--- src/rtl/resultado_bcd.sv ---
// Captures a finished 16-bit datapath result, converts it to 5 BCD digits with a
// sequential double-dabble, acknowledges the datapath and scans a 5-digit display.
module resultado_bcd #(
    parameter int DIV         = 4,
    parameter bit BLANK_ZEROS = 1
) (
    input  logic        ck,
    input  logic        rst,
    input  logic [15:0] resultado,
    input  logic        led,
    output logic        pronto,
    output logic        valido,
    output logic [19:0] bcd,
    output logic [6:0]  seg,
    output logic [4:0]  an
);
    localparam int CW = (DIV > 1) ? $clog2(DIV) : 1;
    localparam logic [CW-1:0] LAST = CW'(DIV - 1);

    typedef enum logic [1:0] {IDLE, CONV, ACK} state_t;

    state_t        state, state_nx;
    logic [15:0]   shreg;
    logic [19:0]   scratch;
    logic [3:0]    count;
    logic [19:0]   adj;
    logic [35:0]   shifted;
    logic [CW-1:0] refresh;
    logic [2:0]    idx;
    logic [3:0]    digit;
    logic [4:0]    blank;

    // add-3 correction on every scratch digit, then one left shift of the pair
    always_comb begin
        adj = scratch;
        for (int i = 0; i < 5; i++) begin
            if (scratch[4*i +: 4] >= 4'd5)
                adj[4*i +: 4] = scratch[4*i +: 4] + 4'd3;
        end
        shifted = {adj, shreg} << 1;
    end

    always_comb begin
        state_nx = state;
        pronto   = 1'b0;
        case (state)
            IDLE: if (led) state_nx = CONV;
            CONV: if (count == 4'd15) state_nx = ACK;
            ACK: begin
                pronto = 1'b1;
                if (!led) state_nx = IDLE;
            end
            default: state_nx = IDLE;
        endcase
    end

    always_ff @(posedge ck or posedge rst) begin
        if (rst) begin
            state   <= IDLE;
            shreg   <= '0;
            scratch <= '0;
            count   <= '0;
            bcd     <= '0;
            valido  <= 1'b0;
        end else begin
            state <= state_nx;
            case (state)
                IDLE: if (led) begin
                    shreg   <= resultado;
                    scratch <= '0;
                    count   <= '0;
                end
                CONV: begin
                    {scratch, shreg} <= shifted;
                    count            <= count + 4'd1;
                    // bcd only moves here, so the display never sees partial work
                    if (count == 4'd15) begin
                        bcd    <= shifted[35:16];
                        valido <= 1'b1;
                    end
                end
                default: ;
            endcase
        end
    end

    always_ff @(posedge ck or posedge rst) begin
        if (rst) begin
            refresh <= '0;
            idx     <= '0;
        end else if (refresh == LAST) begin
            refresh <= '0;
            idx     <= (idx == 3'd4) ? 3'd0 : idx + 3'd1;
        end else begin
            refresh <= refresh + 1'b1;
        end
    end

    always_comb begin
        blank = '0;
        for (int k = 1; k < 5; k++)
            blank[k] = BLANK_ZEROS && ((bcd >> (4*k)) == 20'd0);
        case (idx)
            3'd0:    digit = bcd[3:0];
            3'd1:    digit = bcd[7:4];
            3'd2:    digit = bcd[11:8];
            3'd3:    digit = bcd[15:12];
            3'd4:    digit = bcd[19:16];
            default: digit = 4'hf;
        endcase
        an = ~(5'b00001 << idx);
        case (digit)
            4'd0:    seg = 7'b1000000;
            4'd1:    seg = 7'b1111001;
            4'd2:    seg = 7'b0100100;
            4'd3:    seg = 7'b0110000;
            4'd4:    seg = 7'b0011001;
            4'd5:    seg = 7'b0010010;
            4'd6:    seg = 7'b0000010;
            4'd7:    seg = 7'b1111000;
            4'd8:    seg = 7'b0000000;
            4'd9:    seg = 7'b0010000;
            default: seg = 7'b1111111;
        endcase
        if (idx <= 3'd4 && blank[idx])
            seg = 7'b1111111;
    end
endmodule

--- config.mk ---
export PLATFORM = sky130hd
export DESIGN_NAME = resultado_bcd
export DESIGN_NICKNAME = d
export VERILOG_FILES = /design/src/rtl/resultado_bcd.sv
export SDC_FILE = /design/constraint.sdc
export NUM_CORES = 1
export LEC_CHECK = 0
export ABC_AREA = 1
export ABC_CLOCK_PERIOD_IN_PS = 2250
export CAP_MARGIN = 10
export CORE_UTILIZATION = 50
export CTS_BUF_LIST = sky130_fd_sc_hd__clkbuf_8
export CTS_CLUSTER_DIAMETER = 100
export DETAILED_ROUTE_END_ITERATION = 6
export HOLD_SLACK_MARGIN = 0.08
export PLACE_DENSITY_LB_ADDON = 0.08
export RECOVER_POWER = 100
export SYNTH_ARGS = -nofsm -noshare
export SYNTH_HDL_FRONTEND = slang
export SYNTH_SLANG_ARGS = --single-unit
--- constraint.sdc ---
create_clock -name ck -period 2.25 [get_ports ck]
set_input_delay 0.45 -clock ck [delete_from_list [all_inputs] [get_ports ck]]
set_output_delay 0.45 -clock ck [all_outputs]
set_load 0.02 [all_outputs]
==> summary.txt, run 1 <==
PortBufs: 52
Placement Rows: 30
GP Congestion: 0.877
Floorplan net count: 478
Violated checks: setup timing
Final HPWL DP: 7000 µm
Post-synth top area share: 0.470
Slew margin rel.: 0.332
Status: finished with violations
First-pass GRT wire length: 15500 µm
Synth Area per Inst: 8.24 µm²
Io pins: 53
Synth area leaders: dfrtp_1, nand2_1, o21ai_0
Final setup vio count: 24
CTS tree: built
Pre-antenna DRT Iters: 4
Total tool warning count: 39
Period utilization: 1.20
Min-delay src: refresh[0]$_DFF_PP0_
Worst Slack Setup Final: -455 ps
DRT antenna net count: 0
## run 1: power groups by stage
stage / Clock (mW) / Sequential (mW) / Combinational [mW]
after floorplan: 0 / 2.23 / 2.13
after global placement: 0 / 2.08 / 3.66
after detailed placement: 0 / 2.11 / 3.79
after CTS: 0.992 / 2.09 / 3.91
after global routing: 1.04 / 2.15 / 4.48
final: 0.989 / 2.10 / 4.07
## run 1: registers in the layout, summed over array words and instances (netlist names)
signal,cells
shreg,16
valido,1
bcd,20
idx,3
refresh,2
count,4
state,2
scratch,20
## run 1: layer usage
layer | up-vias | global-route usage | wire (µm)
met1 | 1674 | 0.348 | 4200
met5 | - | 0 | 0
met3 | 30 | 0.0445 | 446
li1 | 1670 | - | -
met2 | 98 | 0.454 | 4670
met4 | 0 | 0.105 | 298
## run 1: critical path, stage by stage (launching register included)
cell and delay (ps):
dfrtp_2 470, ha_4 190, ha_4 180, nor2_4 120, nand3_4 120, nand2_4 90, nor2_4 40, inv_2 70
buf_6 110, ha_4 140, nor2_4 30, nor2_2 100, nand2_1 70, nand2_1 80, buf_6 110
## run 1: cell usage after synthesis
library cell,number
a21oi_1,8
a31oi_1,1
nand3_1,30
o211ai_1,5
nand3_2,2
a22o_1,2
inv_4,1
a22oi_1,9
nor2_4,3
clkinv_1,2
dfrtp_1,68
nor2_1,23
o21ai_0,56
or2_2,5
buf_2,5
a21oi_4,1
o22ai_1,11
inv_2,2
xor2_1,3
nand3_4,1
inv_1,57
nand2_2,4
ha_1,20
nand2_1,106
nand3b_1,2
o31ai_1,1
nand4_1,4
clkbuf_1,5
o221ai_1,2
## run 1: logic make-up (layout without fill, tap and decap cells)
| kind of cell | Yosys count | in the layout | share of synthesized area |
|---|---|---|---|
| adder cells (fa/ha/maj) | 20 | 20 | 0.0692 |
| AND/OR/NAND/NOR | 180 | 180 | 0.222 |
| XOR/XNOR | 3 | 3 | 0.00726 |
| flip-flops | 68 | 68 | 0.470 |
| buffers and inverters | 72 | 189 | 0.0771 |
| AND-OR/OR-AND | 96 | 96 | 0.155 |
## run 1: stage by stage
stage                     TNS [ps]  area [µm²]  setup slack [ps]  utilization
after global placement       -3330        4720              -521        0.684
after CTS                    -2660        5020              -414        0.726
final                        -3360        5130              -455        0.743
after detailed placement     -3770        4720              -565        0.684
after floorplan              -17.6        3710             -17.6            -
after global routing         -9250        5130              -564        0.743
## run 1: layout make-up
type                    instances  share of cell area
well taps                      96              0.0234
flip-flops and latches         68               0.332
clock inverters                 5              0.0105
clock buffers                  10              0.0268
multi-input cells             299               0.366
repair buffers                112               0.194
inverters                      62              0.0473
## run 1: timing repair
item                                    CTS  global route
hold buffers                              0             0
endpoints found under the setup margin   12             8
setup buffers                             5             5
gates resized                            62            40
pin swaps                                19            17
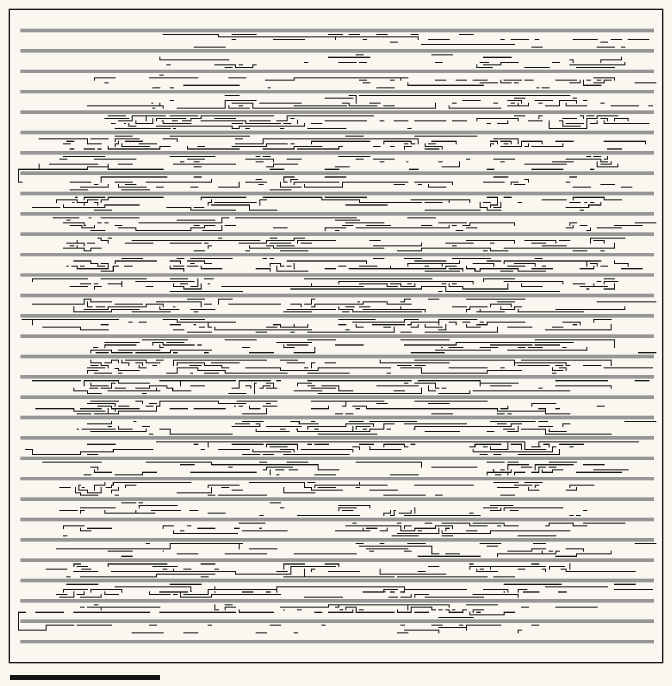
Figure 1: run 1, metal 1.
Bar = 20 µm. Supply wires on this layer in gray.
share of all routed wire: 44%
nets with wire on the layer: 536
wire length on this layer: 4200 µm
GRT met1 Usage: 0.348
Vias: 3472
final wirelength: 9620 µm

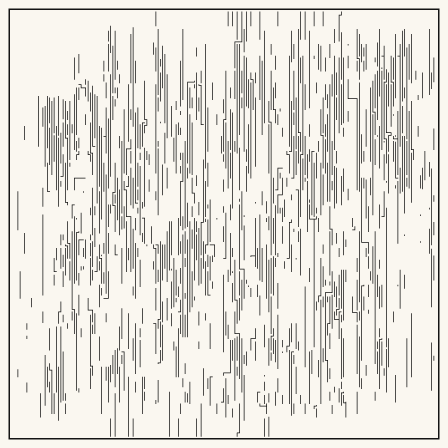
Figure 2: run 1, met2 routing.
nets with wire on the layer: 502
main direction: vertical
longest straight run: 28.2 µm
wire length on this layer: 4670 µm
met2 usage in global routing: 0.454

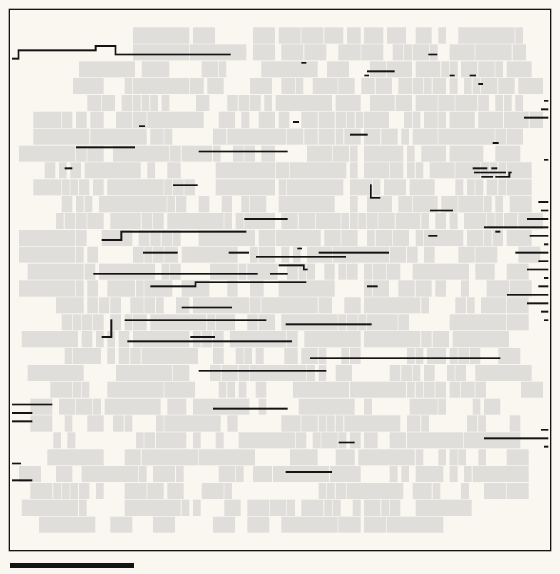
Figure 3: run 1, M3 wires.
Bar = 20 µm.
wire length on this layer: 447 µm
main direction: horizontal
share of all routed wire: 4.7%
longest straight run: 30.4 µm
met3 Resource Use GR: 0.0445

==> run 1 -> run 2 <==
Settings changed: TNS_END_PERCENT from default to 100.
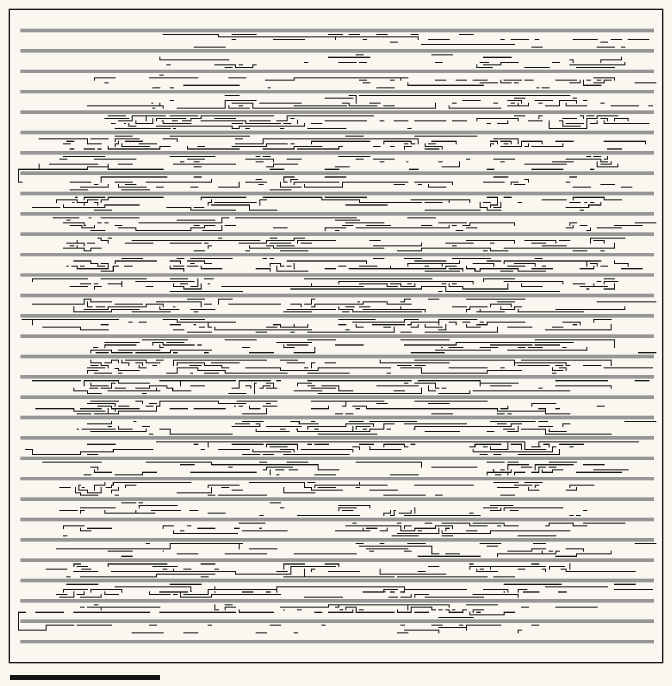
Figure 4: run 2, metal 1.
Bar = 20 µm. Supply wires on this layer in gray.

==> summary.txt, run 2 <==
Post-synth top area share: 0.470
EDFF count, synth: 0
Min-delay src: refresh[0]$_DFF_PP0_
Buffers & Inverters on Critical Path: 3
Final setup vio count: 24
Status: finished with violations
Biggest regs: bcd (20), scratch (20), shreg (16)
Violated checks: setup timing
Io pins: 53
Post-route setup TNS: -3360 ps
Most used DFF post-synth: dfrtp_1
Async S/R FF share, synth: 1.00
GP Congestion: 0.877
Post-CTS Hold Buffers: 0
Period utilization: 1.20
DRT antenna net count: 0
Floorplan net count: 478
Slew margin rel.: 0.332
Final HPWL DP: 7000 µm
Crit path max-delay family: simple AND/OR/NAND/NOR gates
Worst Slack Setup Final: -455 ps
run 2: cell counts after synthesis:
Identical to the previous run, type by type.
run 2: kinds of logic (layout without fill, tap and decap cells):
| group | Yosys count | count (layout) | synth area share |
|---|---|---|---|
| buffers and inverters | 72 | 189 | 0.0771 |
| adder cells (fa/ha/maj) | 20 | 20 | 0.0692 |
| XOR/XNOR | 3 | 3 | 0.00726 |
| flip-flops | 68 | 68 | 0.470 |
| AND-OR/OR-AND | 96 | 96 | 0.155 |
| AND/OR/NAND/NOR | 180 | 180 | 0.222 |
run 2: worst max path at each step:
stage,cells past startpoint,slack (ps),to
floorplan,11,-20,seg[1]
global placement,12,-520,seg[1]
detailed placement,12,-560,seg[0]
CTS,13,-410,seg[1]
global route,14,-560,seg[5]
finish,14,-460,seg[5]
run 2: routing by layer:
layer / track usage / part of all wire / vias up
met5: 0 / 0 / -
met4: 0.105 / 0.031 / 0
met3: 0.0445 / 0.046 / 30
met2: 0.454 / 0.49 / 98
met1: 0.348 / 0.44 / 1674
li1: - / - / 1670
run 2: per-stage QoR:
| step | area, µm² | util | setup slack, ps | hold slack, ps |
|---|---|---|---|---|
| floorplan | 3710 | - | -17.6 | 403 |
| global placement | 4720 | 0.684 | -521 | 414 |
| detailed placement | 4720 | 0.684 | -565 | 441 |
| CTS | 5020 | 0.726 | -414 | 450 |
| global route | 5130 | 0.743 | -564 | 459 |
| finish | 5130 | 0.743 | -455 | 446 |
run 2: what timing repair did:
action	CTS	global route
setup buffers	5	5
gates resized	62	40
endpoints found under the setup margin	12	8
pin swaps	19	17
run 2: report_power, final:
group	switching (mW)	internal, mW	total (mW)
clock	0.459	0.530	0.989
sequential	0.361	1.74	2.10
combinational	2.35	1.71	4.07
run 2: worst reg2reg max path, delay by kind of cell (launching register included):
family | cells | cell delay [ps]
buffers and inverters | 3 | 1390
flip-flops | 1 | 420
AND-OR/OR-AND | 1 | 180
AND/OR/NAND/NOR | 2 | 210
run 2: area by class of cell:
type / count / share of cell area
timing repair buffer: 112 / 0.194
tap: 96 / 0.0234
multi-input combinational: 299 / 0.366
sequential: 68 / 0.332
clock inverter: 5 / 0.0105
clock buffer: 10 / 0.0268
inverter: 62 / 0.0473
Power and IR drop assume default switching activity.
